File: src/rtl/uart_pkg.sv
// Shared UART definitions.
//   uart_rx_state_e : receiver FSM states.
//   uart_rx_cfg_t   : per-frame configuration captured at the start edge.
//   parity_bit()    : expected parity bit for a data word (zero-extended).
//   DataWidthMin/Max: legal range of data bits per frame.
package uart_pkg;

  localparam int unsigned DataWidthMin = 5;
  localparam int unsigned DataWidthMax = 9;

  typedef enum logic [2:0] {
    StIdle   = 3'd0,
    StStart  = 3'd1,
    StData   = 3'd2,
    StParity = 3'd3,
    StStop1  = 3'd4,
    StStop2  = 3'd5
  } uart_rx_state_e;

  typedef struct packed {
    logic parity_en;
    logic parity_odd;
    logic stop2;
  } uart_rx_cfg_t;

  // Zero bits above the real data width do not change the XOR, so any
  // width up to DataWidthMax can be passed zero-extended.
  function automatic logic parity_bit(input logic [DataWidthMax-1:0] data,
                                      input logic                    odd);
    return (^data) ^ odd;
  endfunction

endpackage

File: src/rtl/sync_2ff.sv
// Generic two-flop synchroniser for a single asynchronous bit.
//   clk_i  : destination clock
//   rst_ni : synchronous active-low reset, both flops load ResetValue
//   d_i    : asynchronous input
//   q_o    : synchronised output (2 clocks latency)
module sync_2ff #(
  parameter logic ResetValue = 1'b0
) (
  input  logic clk_i,
  input  logic rst_ni,
  input  logic d_i,
  output logic q_o
);

  logic meta_q;
  logic sync_q;

  // NOTE: sequential state uses non-blocking assignments so every flop
  // samples the pre-edge value; blocking here would collapse the chain.
  always_ff @(posedge clk_i) begin
    if (!rst_ni) begin
      meta_q <= ResetValue;
      sync_q <= ResetValue;
    end else begin
      meta_q <= d_i;
      sync_q <= meta_q;
    end
  end

  assign q_o = sync_q;

endmodule

File: src/rtl/uart_rx_os.sv
// Oversampling UART receiver with a one-entry valid/ready holding register.
//   clk_i, rst_ni            : clock, synchronous active-low reset
//   baud_tick_i              : one-cycle pulse at Oversample x baud
//   rxd_i                    : asynchronous serial line, idles high
//   parity_en_i/parity_odd_i : parity present / odd (else even)
//   stop2_i                  : two stop bits expected
//   ready_i                  : consumer takes the held frame
//   valid_o, data_o          : held frame present, its data (LSB first on wire)
//   parity_err_o/frame_err_o/break_o : status of the held frame
//   overrun_o                : one-cycle pulse, a completed frame was dropped
//   busy_o                   : receiver FSM not idle
module uart_rx_os
  import uart_pkg::*;
#(
  parameter int unsigned DataWidth  = 8,
  parameter int unsigned Oversample = 16
) (
  input  logic                 clk_i,
  input  logic                 rst_ni,
  input  logic                 baud_tick_i,
  input  logic                 rxd_i,
  input  logic                 parity_en_i,
  input  logic                 parity_odd_i,
  input  logic                 stop2_i,
  input  logic                 ready_i,
  output logic                 valid_o,
  output logic [DataWidth-1:0] data_o,
  output logic                 parity_err_o,
  output logic                 frame_err_o,
  output logic                 break_o,
  output logic                 overrun_o,
  output logic                 busy_o
);

  localparam int unsigned TickW = $clog2(Oversample);
  localparam int unsigned BitW  = $clog2(DataWidth + 1);
  localparam logic [TickW-1:0] TickHalf = TickW'(Oversample / 2 - 1);
  localparam logic [TickW-1:0] TickLast = TickW'(Oversample - 1);
  localparam logic [BitW-1:0]  BitLast  = BitW'(DataWidth - 1);

  logic                 rxd_sync;
  logic                 rxd_prev_q, rxd_prev_d;
  uart_rx_state_e       state_q, state_d;
  logic [TickW-1:0]     tick_cnt_q, tick_cnt_d;
  logic [BitW-1:0]      bit_cnt_q, bit_cnt_d;
  logic [DataWidth-1:0] shift_q, shift_d;
  uart_rx_cfg_t         cfg_q, cfg_d;
  logic                 par_pend_q, par_pend_d;
  logic                 frm_pend_q, frm_pend_d;
  logic                 seen_one_q, seen_one_d;
  logic                 complete;

  logic                 valid_q, valid_d;
  logic [DataWidth-1:0] data_q, data_d;
  logic                 par_err_q, par_err_d;
  logic                 frm_err_q, frm_err_d;
  logic                 brk_q, brk_d;
  logic                 overrun_q, overrun_d;

  sync_2ff #(.ResetValue(1'b1)) u_sync_rxd (
    .clk_i  (clk_i),
    .rst_ni (rst_ni),
    .d_i    (rxd_i),
    .q_o    (rxd_sync)
  );

  // NOTE: every signal written here gets a default first, so no path leaves
  // a value unassigned and no latch is inferred.
  always_comb begin
    rxd_prev_d = rxd_prev_q;
    state_d    = state_q;
    tick_cnt_d = tick_cnt_q;
    bit_cnt_d  = bit_cnt_q;
    shift_d    = shift_q;
    cfg_d      = cfg_q;
    par_pend_d = par_pend_q;
    frm_pend_d = frm_pend_q;
    seen_one_d = seen_one_q;
    complete   = 1'b0;

    // The previous-value register only moves on ticks, so a falling edge
    // anywhere between two ticks is seen at the next tick.
    if (baud_tick_i) begin
      rxd_prev_d = rxd_sync;
      case (state_q)
        StIdle: begin
          if (!rxd_sync && rxd_prev_q) begin
            state_d    = StStart;
            tick_cnt_d = '0;
            bit_cnt_d  = '0;
            par_pend_d = 1'b0;
            frm_pend_d = 1'b0;
            seen_one_d = 1'b0;
            cfg_d      = '{parity_en: parity_en_i, parity_odd: parity_odd_i,
                           stop2: stop2_i};
          end
        end
        StStart: begin
          if (tick_cnt_q == TickHalf) begin
            if (rxd_sync) begin
              state_d = StIdle;       // glitch: line back high at bit centre
            end else begin
              state_d    = StData;
              tick_cnt_d = '0;
            end
          end else begin
            tick_cnt_d = tick_cnt_q + TickW'(1);
          end
        end
        default: begin
          if (tick_cnt_q != TickLast) begin
            tick_cnt_d = tick_cnt_q + TickW'(1);
          end else begin
            tick_cnt_d = '0;
            case (state_q)
              StData: begin
                shift_d    = {rxd_sync, shift_q[DataWidth-1:1]};
                seen_one_d = seen_one_q | rxd_sync;
                if (bit_cnt_q == BitLast) begin
                  bit_cnt_d = '0;
                  state_d   = cfg_q.parity_en ? StParity : StStop1;
                end else begin
                  bit_cnt_d = bit_cnt_q + BitW'(1);
                end
              end
              StParity: begin
                if (rxd_sync != parity_bit(DataWidthMax'(shift_q), cfg_q.parity_odd)) begin
                  par_pend_d = 1'b1;
                end
                seen_one_d = seen_one_q | rxd_sync;
                state_d    = StStop1;
              end
              StStop1: begin
                if (!rxd_sync) frm_pend_d = 1'b1;
                seen_one_d = seen_one_q | rxd_sync;
                if (cfg_q.stop2) begin
                  state_d = StStop2;
                end else begin
                  state_d  = StIdle;
                  complete = 1'b1;
                end
              end
              StStop2: begin
                // The second stop bit never contributes to break detection.
                if (!rxd_sync) frm_pend_d = 1'b1;
                state_d  = StIdle;
                complete = 1'b1;
              end
              default: state_d = StIdle;
            endcase
          end
        end
      endcase
    end

    valid_d   = valid_q;
    data_d    = data_q;
    par_err_d = par_err_q;
    frm_err_d = frm_err_q;
    brk_d     = brk_q;
    overrun_d = 1'b0;
    // A consumer handshake in the completion cycle frees the slot in time.
    if (complete && (!valid_q || ready_i)) begin
      valid_d   = 1'b1;
      data_d    = shift_q;
      par_err_d = par_pend_d;
      frm_err_d = frm_pend_d;
      brk_d     = !seen_one_d;
    end else begin
      overrun_d = complete;
      if (ready_i) valid_d = 1'b0;
    end
  end

  always_ff @(posedge clk_i) begin
    if (!rst_ni) begin
      rxd_prev_q <= 1'b1;
      state_q    <= StIdle;
      tick_cnt_q <= '0;
      bit_cnt_q  <= '0;
      shift_q    <= '0;
      cfg_q      <= '0;
      par_pend_q <= 1'b0;
      frm_pend_q <= 1'b0;
      seen_one_q <= 1'b0;
      valid_q    <= 1'b0;
      data_q     <= '0;
      par_err_q  <= 1'b0;
      frm_err_q  <= 1'b0;
      brk_q      <= 1'b0;
      overrun_q  <= 1'b0;
    end else begin
      rxd_prev_q <= rxd_prev_d;
      state_q    <= state_d;
      tick_cnt_q <= tick_cnt_d;
      bit_cnt_q  <= bit_cnt_d;
      shift_q    <= shift_d;
      cfg_q      <= cfg_d;
      par_pend_q <= par_pend_d;
      frm_pend_q <= frm_pend_d;
      seen_one_q <= seen_one_d;
      valid_q    <= valid_d;
      data_q     <= data_d;
      par_err_q  <= par_err_d;
      frm_err_q  <= frm_err_d;
      brk_q      <= brk_d;
      overrun_q  <= overrun_d;
    end
  end

  assign valid_o      = valid_q;
  assign data_o       = data_q;
  assign parity_err_o = par_err_q;
  assign frame_err_o  = frm_err_q;
  assign break_o      = brk_q;
  assign overrun_o    = overrun_q;
  assign busy_o       = (state_q != StIdle);

endmodule

File: config.mk
export PLATFORM = sky130hd
export DESIGN_NAME = uart_rx_os
export DESIGN_NICKNAME = d
export VERILOG_FILES = /design/src/rtl/uart_pkg.sv /design/src/rtl/sync_2ff.sv /design/src/rtl/uart_rx_os.sv
export SDC_FILE = /design/constraint.sdc
export NUM_CORES = 1
export LEC_CHECK = 0
export CORE_ASPECT_RATIO = 0.7
export CORE_UTILIZATION = 55
export DETAILED_ROUTE_END_ITERATION = 10
export HOLD_SLACK_MARGIN = 0.15
export MAX_ROUTING_LAYER = met4
export PLACE_DENSITY = 0.78
export SLEW_MARGIN = 0
export SYNTH_ARGS = -nofsm -noshare
export SYNTH_HDL_FRONTEND = slang
export SYNTH_SLANG_ARGS = --single-unit
File: constraint.sdc
create_clock -name clk_i -period 2.2 [get_ports clk_i]
set_clock_uncertainty 0.1 [all_clocks]
set_input_delay 0.44 -clock clk_i [delete_from_list [all_inputs] [get_ports clk_i]]
set_output_delay 0.44 -clock clk_i [all_outputs]
set_load 0.02 [all_outputs]
congestion_map.png
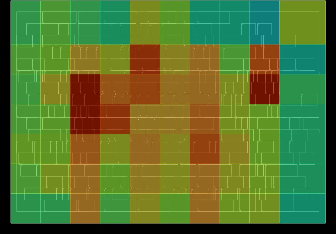
mean routed wirelength per cell: 14.1 um
met3 Use GR: 5.62%
met1 Usage GRT: 35.2%
M2 GR Usage: 33.0%
busiest grt layer: met1

gates.png
(6 px per um)
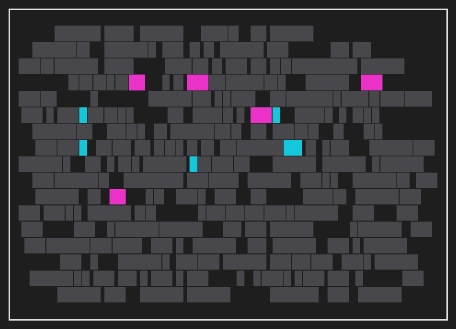
[inv cells] cyan | cells: 5
[non-inverting ao/oa cells] magenta | cells: 5
Comb area share: 43.1%
post-route insts no fill: 281
most numerous logic cell after layout: dfxtp_1

sizing.png
(6 px per um)
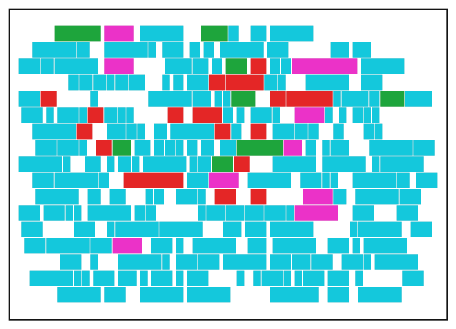
[x6 and larger] magenta | cells: 9 | share: 3.8%
[x2] green | cells: 8 | share: 3.4%
[x3 and x4] red | cells: 17 | share: 7.3%
[x1 and smaller] cyan | cells: 200 | share: 85%
Signal buffers: 34
Synth-to-Final Area Change: 22.7%

m3.png
(4 px per um)
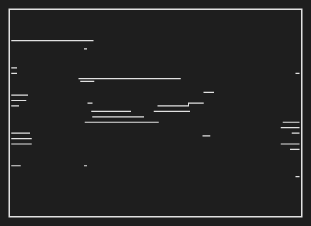
share of all routed wire: 4.1%
nets with wire on the layer: 22
main direction: horizontal
WL final: 3960 um
Vias: 1,523

==> flow_summary.toml <==
# flow metrics
[status]
run_status = "complete, no violations"

[sta]
setup-tns-final_ns = 0
finalCriticalPeriod_ns = 2.04
finalWorstSetupSlack_ns = 0.164
final_hold_viol_count = 0

[floorplanning]
fp_util_pct = 59.6
taps = 47
fp.coreArea_sq_um = 3230
num_io_pins = 22

[global_route]
grt.overflow.total = 0
grt_pass1_vias = 1373

[pwr]
vdd_drop_max_mv = 0.510
cellPowerDensity_nw_per_um2 = 612
pg_comb_uw = 73.0
pg_clk_uw = 623
p_seq_uw = 752
p_leak_nw = 0.871

[logic_synthesis]
yosysUniqueCellTypes = 53
synthTopCellsByArea = "dfxtp_1, mux2i_1, nor2_1"
logic_family = "simple AND/OR/NAND/NOR gates"
edf_count = 0
aoi_share_pct = 11.2
yosys_area_sq_um = 1930
ys_sh_mux_pct = 12.0
yosysTopAreaCell = "dfxtp_1"
yosys_cells = 202
syn_area_sq_um = 1930
synth_area_per_cell_sq_um = 9.54

[setup_path]
r2r_end = "data_o[7]"
cp_slowest_stage_delay_ns = 0.39
rr_worst_depth = 6
critical_path_arrival_ns = 2.11
worst-path-buf-inv = 0
cp_num_cells = 6
crit_path_start = "tick_cnt_q[0]"
critPathCapture = "data_o[7]"
r2r-start = "tick_cnt_q[0]"

[clock_network]
cts_hold_buf = 0
cts_tree = "done"
cts-root-buf = "clkbuf_8"
ctsLongestPathBuffers = 2
postCtsSetupBuffers = 0
cts-htree-levels = 2
clock_latency_ns = 0.29
cts_inserted_buffers = 5

[worst_hold_path]
worstHoldEndpoint = "u_sync_rxd.q_o"
holdCritPathClass = "reg2reg"
hold_start = "u_sync_rxd.meta_q"

[route]
drc = 0
wirelength_met1_um = 2060
drt_iter0_drc = 133
wl_met2_um = 1680

[place]
dpl_cell_area_sq_um = 2240
place_ws_ns = -0.0354
port_buffers = 21

[layout]
seq-cell-share_pct = 34.8
clk_share_pct = 4.92
n_all_inverters = 5
largest_class = "multi-input combinational cells"
seq_area_sq_um = 823
n_fill_cell = 246
comb_cells = 146

[flow_run]
warnings = 26
maxCapViolations = 0
==> registers in the layout (all words and copies together) (netlist names) <==
| name | cells |
|---|---|
| data_o | 8 |
| cfg_q | 3 |
| seen_one_q | 1 |
| par_pend_q | 1 |
| tick_cnt_q | 4 |
| frame_err_o | 1 |
| frm_pend_q | 1 |
| rxd_prev_q | 1 |
| parity_err_o | 1 |
| valid_o | 1 |
| state_q | 3 |
| bit_cnt_q | 4 |
| shift_q | 8 |
| u_sync_rxd.meta_q | 1 |
| break_o | 1 |
| overrun_o | 1 |
| u_sync_rxd.q_o | 1 |
==> worst reg2reg max path: stages (launching register included) <==
cell and delay (ns):
dfxtp_1 0.38, ha_1 0.30, nand3_4 0.13, a2111oi_4 0.39, and2b_4 0.35, mux2i_1 0.23
nor2_1 0.05
